**config.mk**
```make
export PLATFORM = sky130hd
export DESIGN_NAME = bcd_seg_display
export DESIGN_NICKNAME = d
export VERILOG_FILES = /design/src/rtl/bcd_seg_display.sv
export SDC_FILE = /design/constraint.sdc
export NUM_CORES = 1
export LEC_CHECK = 0
export CAP_MARGIN = 20
export CORE_AREA = 2 2 77 86
export CTS_CLUSTER_DIAMETER = 40
export DETAILED_ROUTE_END_ITERATION = 10
export DIE_AREA = 0 0 79 88
export PLACE_DENSITY = 0.78
export SLEW_MARGIN = 10
export SYNTH_ARGS = -nofsm -noshare
export SYNTH_HDL_FRONTEND = slang
export SYNTH_SLANG_ARGS = --single-unit
export TNS_END_PERCENT = 10
```
**constraint.sdc**
```tcl
create_clock -name clk -period 2.8 [get_ports clk]
set_clock_uncertainty 0.15 [all_clocks]
set_input_delay 0.42 -clock clk [delete_from_list [all_inputs] [get_ports clk]]
set_output_delay 0.42 -clock clk [all_outputs]
set_load 0.05 [all_outputs]
```
**src/rtl/bcd_seg_display.sv**
```systemverilog
// bcd_seg_display: sequential double-dabble binary-to-BCD converter with registered
// active-low 7-segment outputs, optional leading-zero blanking and 9..9 saturation.
module bcd_seg_display #(
  parameter int WIDTH    = 8,
  parameter int DIGITS   = 3,
  parameter int BLANK_LZ = 1
) (
  input  logic                  clk,
  input  logic                  rst,
  input  logic                  start,
  input  logic [WIDTH-1:0]      value,
  output logic                  busy,
  output logic                  done,
  output logic                  overflow,
  output logic [4*DIGITS-1:0]   bcd,
  output logic [7*DIGITS-1:0]   seg
);
  localparam int BW = 4 * DIGITS;
  localparam int SW = 7 * DIGITS;
  localparam int CW = $clog2(WIDTH + 1);

  function automatic int max_dec(input int n);
    int m;
    m = 1;
    for (int i = 0; i < n; i++) m *= 10;
    return m - 1;
  endfunction

  localparam int MAXV = max_dec(DIGITS);

  function automatic logic [6:0] dec7(input logic [3:0] d);
    case (d)
      4'd0: return 7'b1000000;
      4'd1: return 7'b1111001;
      4'd2: return 7'b0100100;
      4'd3: return 7'b0110000;
      4'd4: return 7'b0011001;
      4'd5: return 7'b0010010;
      4'd6: return 7'b0000010;
      4'd7: return 7'b1111000;
      4'd8: return 7'b0000000;
      4'd9: return 7'b0011000;
      default: return 7'b1111111;
    endcase
  endfunction

  // z tracks "this digit and every higher digit is zero", scanning from the top
  function automatic logic [SW-1:0] seg_of(input logic [BW-1:0] b);
    logic [SW-1:0] r;
    logic z;
    r = '0;
    z = 1'b1;
    for (int k = DIGITS - 1; k >= 0; k--) begin
      z = z && (b[4*k+:4] == 4'd0);
      r[7*k+:7] = (BLANK_LZ != 0 && k > 0 && z) ? 7'h7f : dec7(b[4*k+:4]);
    end
    return r;
  endfunction

  typedef enum logic {IDLE, SHIFT} state_t;

  state_t          state_q, state_d;
  logic [CW-1:0]   cnt_q, cnt_d;
  logic [WIDTH-1:0] bin_q, bin_d;
  logic [BW-1:0]   scr_q, scr_d, adj, bcd_q, bcd_d;
  logic [SW-1:0]   seg_q, seg_d;
  logic            pend_q, pend_d, done_q, done_d, ovf_q, ovf_d;

  always_comb begin
    state_d = state_q;
    cnt_d   = cnt_q;
    bin_d   = bin_q;
    scr_d   = scr_q;
    pend_d  = pend_q;
    done_d  = 1'b0;
    ovf_d   = ovf_q;
    bcd_d   = bcd_q;
    seg_d   = seg_q;
    adj     = scr_q;
    for (int k = 0; k < DIGITS; k++)
      adj[4*k+:4] = (scr_q[4*k+:4] >= 4'd5) ? scr_q[4*k+:4] + 4'd3 : scr_q[4*k+:4];
    if (state_q == IDLE) begin
      if (start) begin
        state_d = SHIFT;
        bin_d   = value;
        scr_d   = '0;
        cnt_d   = CW'(WIDTH);
        pend_d  = int'(value) > MAXV;
      end
    end else begin
      bin_d = bin_q << 1;
      scr_d = {adj[BW-2:0], bin_q[WIDTH-1]};
      cnt_d = cnt_q - CW'(1);
      if (cnt_q == CW'(1)) begin
        state_d = IDLE;
        done_d  = 1'b1;
        ovf_d   = pend_q;
        bcd_d   = pend_q ? {DIGITS{4'h9}} : {adj[BW-2:0], bin_q[WIDTH-1]};
        seg_d   = seg_of(bcd_d);
      end
    end
  end

  always_ff @(posedge clk) begin
    if (rst) begin
      state_q <= IDLE;
      cnt_q   <= '0;
      bin_q   <= '0;
      scr_q   <= '0;
      pend_q  <= 1'b0;
      done_q  <= 1'b0;
      ovf_q   <= 1'b0;
      bcd_q   <= '0;
      seg_q   <= seg_of('0);
    end else begin
      state_q <= state_d;
      cnt_q   <= cnt_d;
      bin_q   <= bin_d;
      scr_q   <= scr_d;
      pend_q  <= pend_d;
      done_q  <= done_d;
      ovf_q   <= ovf_d;
      bcd_q   <= bcd_d;
      seg_q   <= seg_d;
    end
  end

  assign busy     = state_q == SHIFT;
  assign done     = done_q;
  assign overflow = ovf_q;
  assign bcd      = bcd_q;
  assign seg      = seg_q;
endmodule

```
Fig. 1: run 1, the metal 1 layer
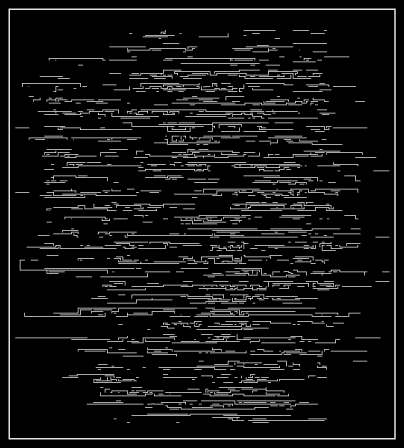
- share of all routed wire: 44%
- nets with wire on the layer: 417
GRT met1 Usage: 0.302
overall routed net length: 7670 um
DR vias: 3041

Fig. 2: run 1, M2 wires
The bar under the picture is 20 um long.
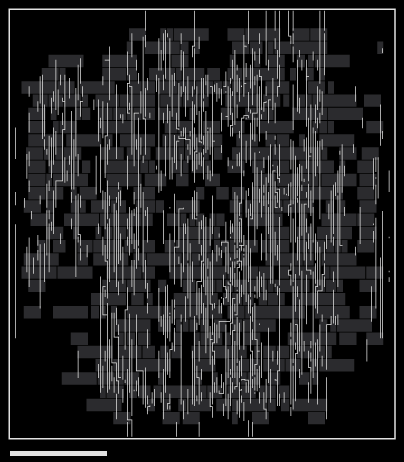
- main direction: vertical
- share of all routed wire: 47%
- longest straight run: 28.6 um
- wire length on this layer: 3640 um
Global Route met2 Usage: 0.361

==> results_slide.txt, run 1 <==
Implementation Results

Clocking
  • Post-CTS Setup Bufs: 0
  • Post-CTS sizing: 0
  • Clock transition at the registers of the reported paths: roughly 0.06 ns

Timing
  • Unrepaired setup endpoints after global routing: no
  • Worst hold slack: approximately 0.3 ns

Synth
  • Sequential area share after synthesis: 0.370
  • Top_reg_cell synth: dfxtp_1
  • Xor/xnor share of the synthesized area: 0

Critical path
  • R2r startpoint: scr_q[1]$_SDFFE_PP0P_
  • Critical path peak fanout: 4

Outcome
  • Status: complete, no violations

Placement
  • Gpl congestion: approximately 0.93

Power
  • Flop pwr share: 0.455
  • Main power group: sequential cells
  • Cell Pwr Density: approximately 490 mW/mm2

Cells and area
  • Max reg flops: 21
  • Most instantiated logic cells after routing: nor2_1 (59), dfxtp_1 (59), clkdlybuf4s50_1 (44)
  • Buffers, non-clock: approximately 57
  • Layout area overhead: 23.3%
  • Post-Route Utilization: 0.647

Detailed routing
  • Via density per instance: 5.84

GRT
  • Gr usage total: 0.228
Fig. 3: run 1, metal 3
The bar under the picture is 20 um long.
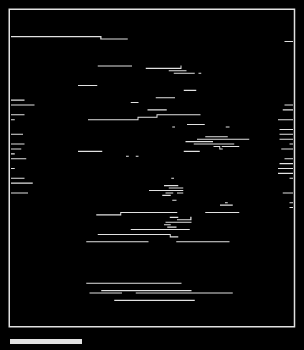
- nets with wire on the layer: 69
- main direction: horizontal

-- run 1: synthesized netlist by cell type (4+ instances only) --
| library cell | n |
|---|---|
| dfxtp_1 | 59 |
| nor2_1 | 59 |
| a21oi_1 | 41 |
| nand2_1 | 31 |
| ha_1 | 17 |
| clkbuf_1 | 16 |
| nor3_1 | 14 |
| inv_1 | 13 |
| o21ai_0 | 13 |
| a31oi_1 | 10 |
| a211oi_1 | 9 |
| mux2i_1 | 9 |
| nand2b_1 | 7 |
| o211ai_1 | 7 |
| buf_1 | 6 |
| buf_2 | 6 |
| nor3b_1 | 6 |
| o21a_1 | 5 |
| o21ai_1 | 5 |
| a211o_1 | 4 |
| nand3_1 | 4 |
| nand4_1 | 4 |
| or3_1 | 4 |
Fig. 4: run 1, congestion heat map
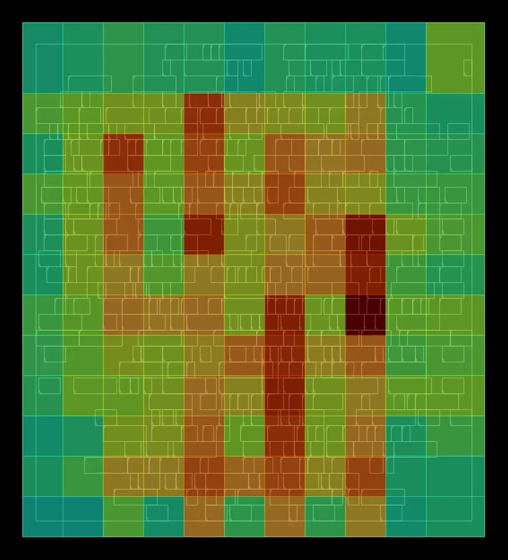

--- run 2 (diff from run 1) ---
- CORE_AREA: 2 2 77 86 -> 2 2 80 90
- DIE_AREA: 0 0 79 88 -> 0 0 82 92
- PLACE_DENSITY: 0.78 -> 0.75
- clock period: 2.8 -> 2.25 ns (I/O delays scaled with it)
Fig. 5: run 2, congestion heat map
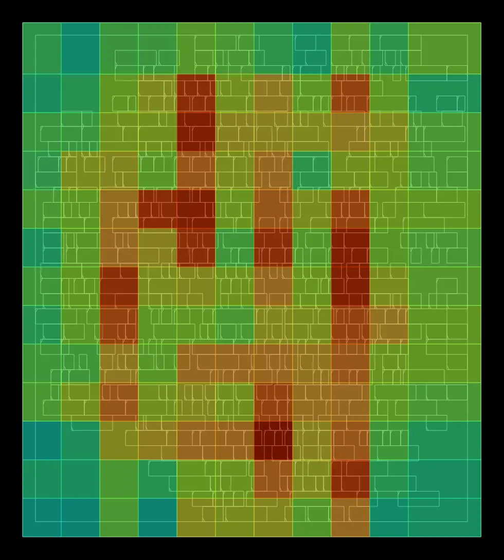
GRT Max-Usage Layer: met2
gr usage total: 0.237
GRT met1 Usage: 0.311

==> run 2 against run 1 <==
  * Maximum frequency increased by 19%
  * Clock power is 9.8% higher
  * Power is 19% higher
  * Sequential share of layout area decreased by 2.8 points
  * Global-route usage up 0.88 points
  * Core utilization rose by 0.27 points
  * Sequential power increased by 24%
  * Via count up 4.2%
  * Register-to-register slack got worse by 0.14 ns
  * Die area rose by 8.5%
  * Routed wire length rose by 7.9%
  * Critical path type unchanged
  * Critical endpoint unchanged
  * Largest power group unchanged
==> results_slide.txt, run 2 <==
Implementation Results

Detailed routing
  • DR vias: between 3000 and 4000
  • Via density per instance: 5.57
  • Overall routed net length: roughly 8300 um
  • Metal2 WL: about 4000 um
  • DRC viols: 0
  • Starting DRT DRC Count: around 210

Synth
  • Syn_area_per_cell: between 7 and 8 um2
  • Ys Warns: 0
  • Sequential area share after synthesis: 0.370
  • Commonest cells in the synthesized netlist: dfxtp_1 (59), nor2_1 (59), a21oi_1 (41), nand2_1 (31), ha_1 (17)
  • Xor/xnor share of the synthesized area: 0
  • Top_reg_cell synth: dfxtp_1
  • Yosys cell types: 57

Power
  • P_clk: around 0.95 mW
  • Flop pwr share: 0.478
  • Cell Pwr Density: between 500 and 600 mW/mm2
  • Peak VDD IR: about 350 uV
  • P_seq: roughly 1.1 mW
  • Main power group: sequential cells
  • Switching Share: 0.240

Hold path
  • Worst hold path type: flop to flop
  • Worst Min Path Start: bcd[1]$_SDFFE_PP0P_

Placement
  • Cells after DPL: approximately 550
  • Gpl congestion: between 0.9 and 1

Critical path
  • Crit-path max cell delay: 0.35 ns
  • Critical path peak fanout: 4
  • Crit-path most repeated cell: ha_4
  • Worst setup SP type: flop
  • Crit path depth: 9
  • R2r startpoint: scr_q[1]$_SDFFE_PP0P_

Cells and area
  • Post-Route Utilization: 0.649
  • Max reg flops: 21
  • Most instantiated logic cells after routing: nor2_1 (57), dfxtp_1 (55), buf_4 (54)
  • Layout area overhead: 36.9%
  • Layout Cells excl Fill: 569

Clocking
  • CTS tree: yes
  • Post-CTS Setup Bufs: 0
  • Clock transition at the registers of the reported paths: ~0.060 ns

GRT
  • Global Route met2 Usage: 0.381
  • First-pass GRT wire length: between 10000 and 15000 um

Timing
  • Worst-Margin Slew: approximately 0.54 ns
  • Unrepaired setup endpoints after global routing: yes
  • Setup_tns: 0 ns

Floorplan
  • Core box area: just under 0.007 mm2

Outcome
  • Status: complete, no violations
## run 2: cell families after synthesis
logic type | Yosys count
mux | 10
compound gates | 123
fa+ha+maj | 17
buf+inv | 44
simple gates | 146
other cells | 1
flops | 59
## run 2: through the flow
stage	hold WS [ns]	cell area (um2)
final	0.307	4370
after global placement	0.292	4110
after CTS	0.308	4310
after detailed placement	0.299	4110
after global routing	0.337	4370
after floorplan	0.298	3270
## run 2: what timing repair did
action	in CTS	in global routing
gates resized	5	19
hold buffers	0	0
endpoints found under the hold margin	0	0
pin swaps	0	9
setup endpoints to repair	7	18
## run 2: cell type report
type                       instances  area (um2)
clock buffer                      13         159
sequential                        59        1190
inverter                          14        55.1
timing repair buffer              99         866
multi-input combinational        297        1960
fill                             580        2360
clock inverter                     2        35.0
tap                               85         106
Fig. 6: run 2, the metal 1 layer
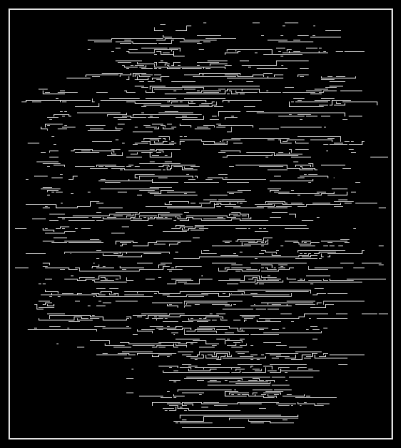

--- run 3 (diff from run 2) ---
- CORE_AREA: 2 2 80 90 -> 2 2 77 94
- DIE_AREA: 0 0 82 92 -> 0 0 79 96
- PLACE_DENSITY: 0.75 -> 0.74
Fig. 7: run 3, the metal 1 layer
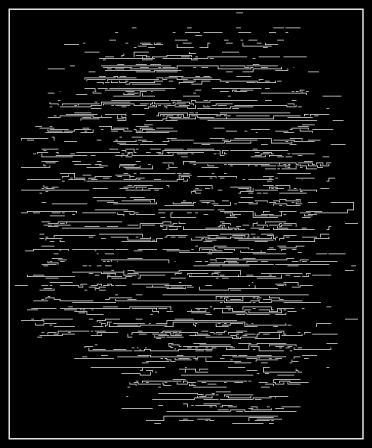
overall routed net length: 8450 um
DR vias: 3193
GRT met1 Usage: 0.270

==> run 3 against run 2 <==
  * Sequential power about the same
  * Synthesized area stayed put
  * Sequential cell count stayed put
  * Global-route usage down 0.97 points
  * Final area is 1.3% lower
  * Largest power group unchanged
==> results_slide.txt, run 3 <==
Implementation Results

Outcome
  • Status: complete, no violations

Timing
  • Unrepaired setup endpoints after global routing: yes
  • Worst hold slack: 0.307 ns
  • Worst-Margin Slew: between 0.6 and 0.7 ns
  • Setup_tns: 0 ns

Cells and area
  • Post-Route Utilization: 0.645
  • Fill count: roughly 580
  • Layout area overhead: 35.2%

Power
  • Cell Pwr Density: between 400 and 500 mW/mm2
  • Peak VDD IR: around 300 uV
  • Switching Share: 0.275
  • Flop pwr share: 0.508

Clocking
  • Clock transition at the registers of the reported paths: around 0.07 ns

Critical path
  • Critical path peak fanout: 4
  • Worst setup SP type: flop
  • R2r startpoint: scr_q[1]$_SDFFE_PP0P_

Hold path
  • Worst Min Path Start: bcd[6]$_SDFFE_PP0P_

Detailed routing
  • Starting DRT DRC Count: approximately 210
  • Metal2 WL: between 4000 and 5000 um

Floorplan
  • Core box area: ~0.0067 mm2

Placement
  • Cells after DPL: 549

Synth
  • Syn_area_per_cell: 7.98 um2
  • Ys Warns: 0
-- run 3: layout make-up --
cell class	instances	area (um2)	share of cell area
timing repair buffer	93	821	0.190
clock inverter	6	32.5	0.00754
sequential	59	1190	0.276
multi-input combinational	297	1980	0.459
clock buffer	10	128	0.0296
tap	87	109	0.0252
inverter	14	55.1	0.0128
-- run 3: timing repair --
action	in CTS	in global routing
pin swaps	1	6
buffers inserted	0	1
gates resized	5	23
setup endpoints to repair	10	17
hold buffers	0	0
-- run 3: worst max-delay path: stages, from the launching register on --
cell	delay (ns)
dfxtp_2	0.36
inv_4	0.05
ha_4	0.15
nand2b_4	0.14
a211o_1	0.30
and2_4	0.18
ha_4	0.20
or3_1	0.32
a211oi_2	0.20
nor4_1	0.06
No activity file was given, so power comes from the tool's default toggle rates.
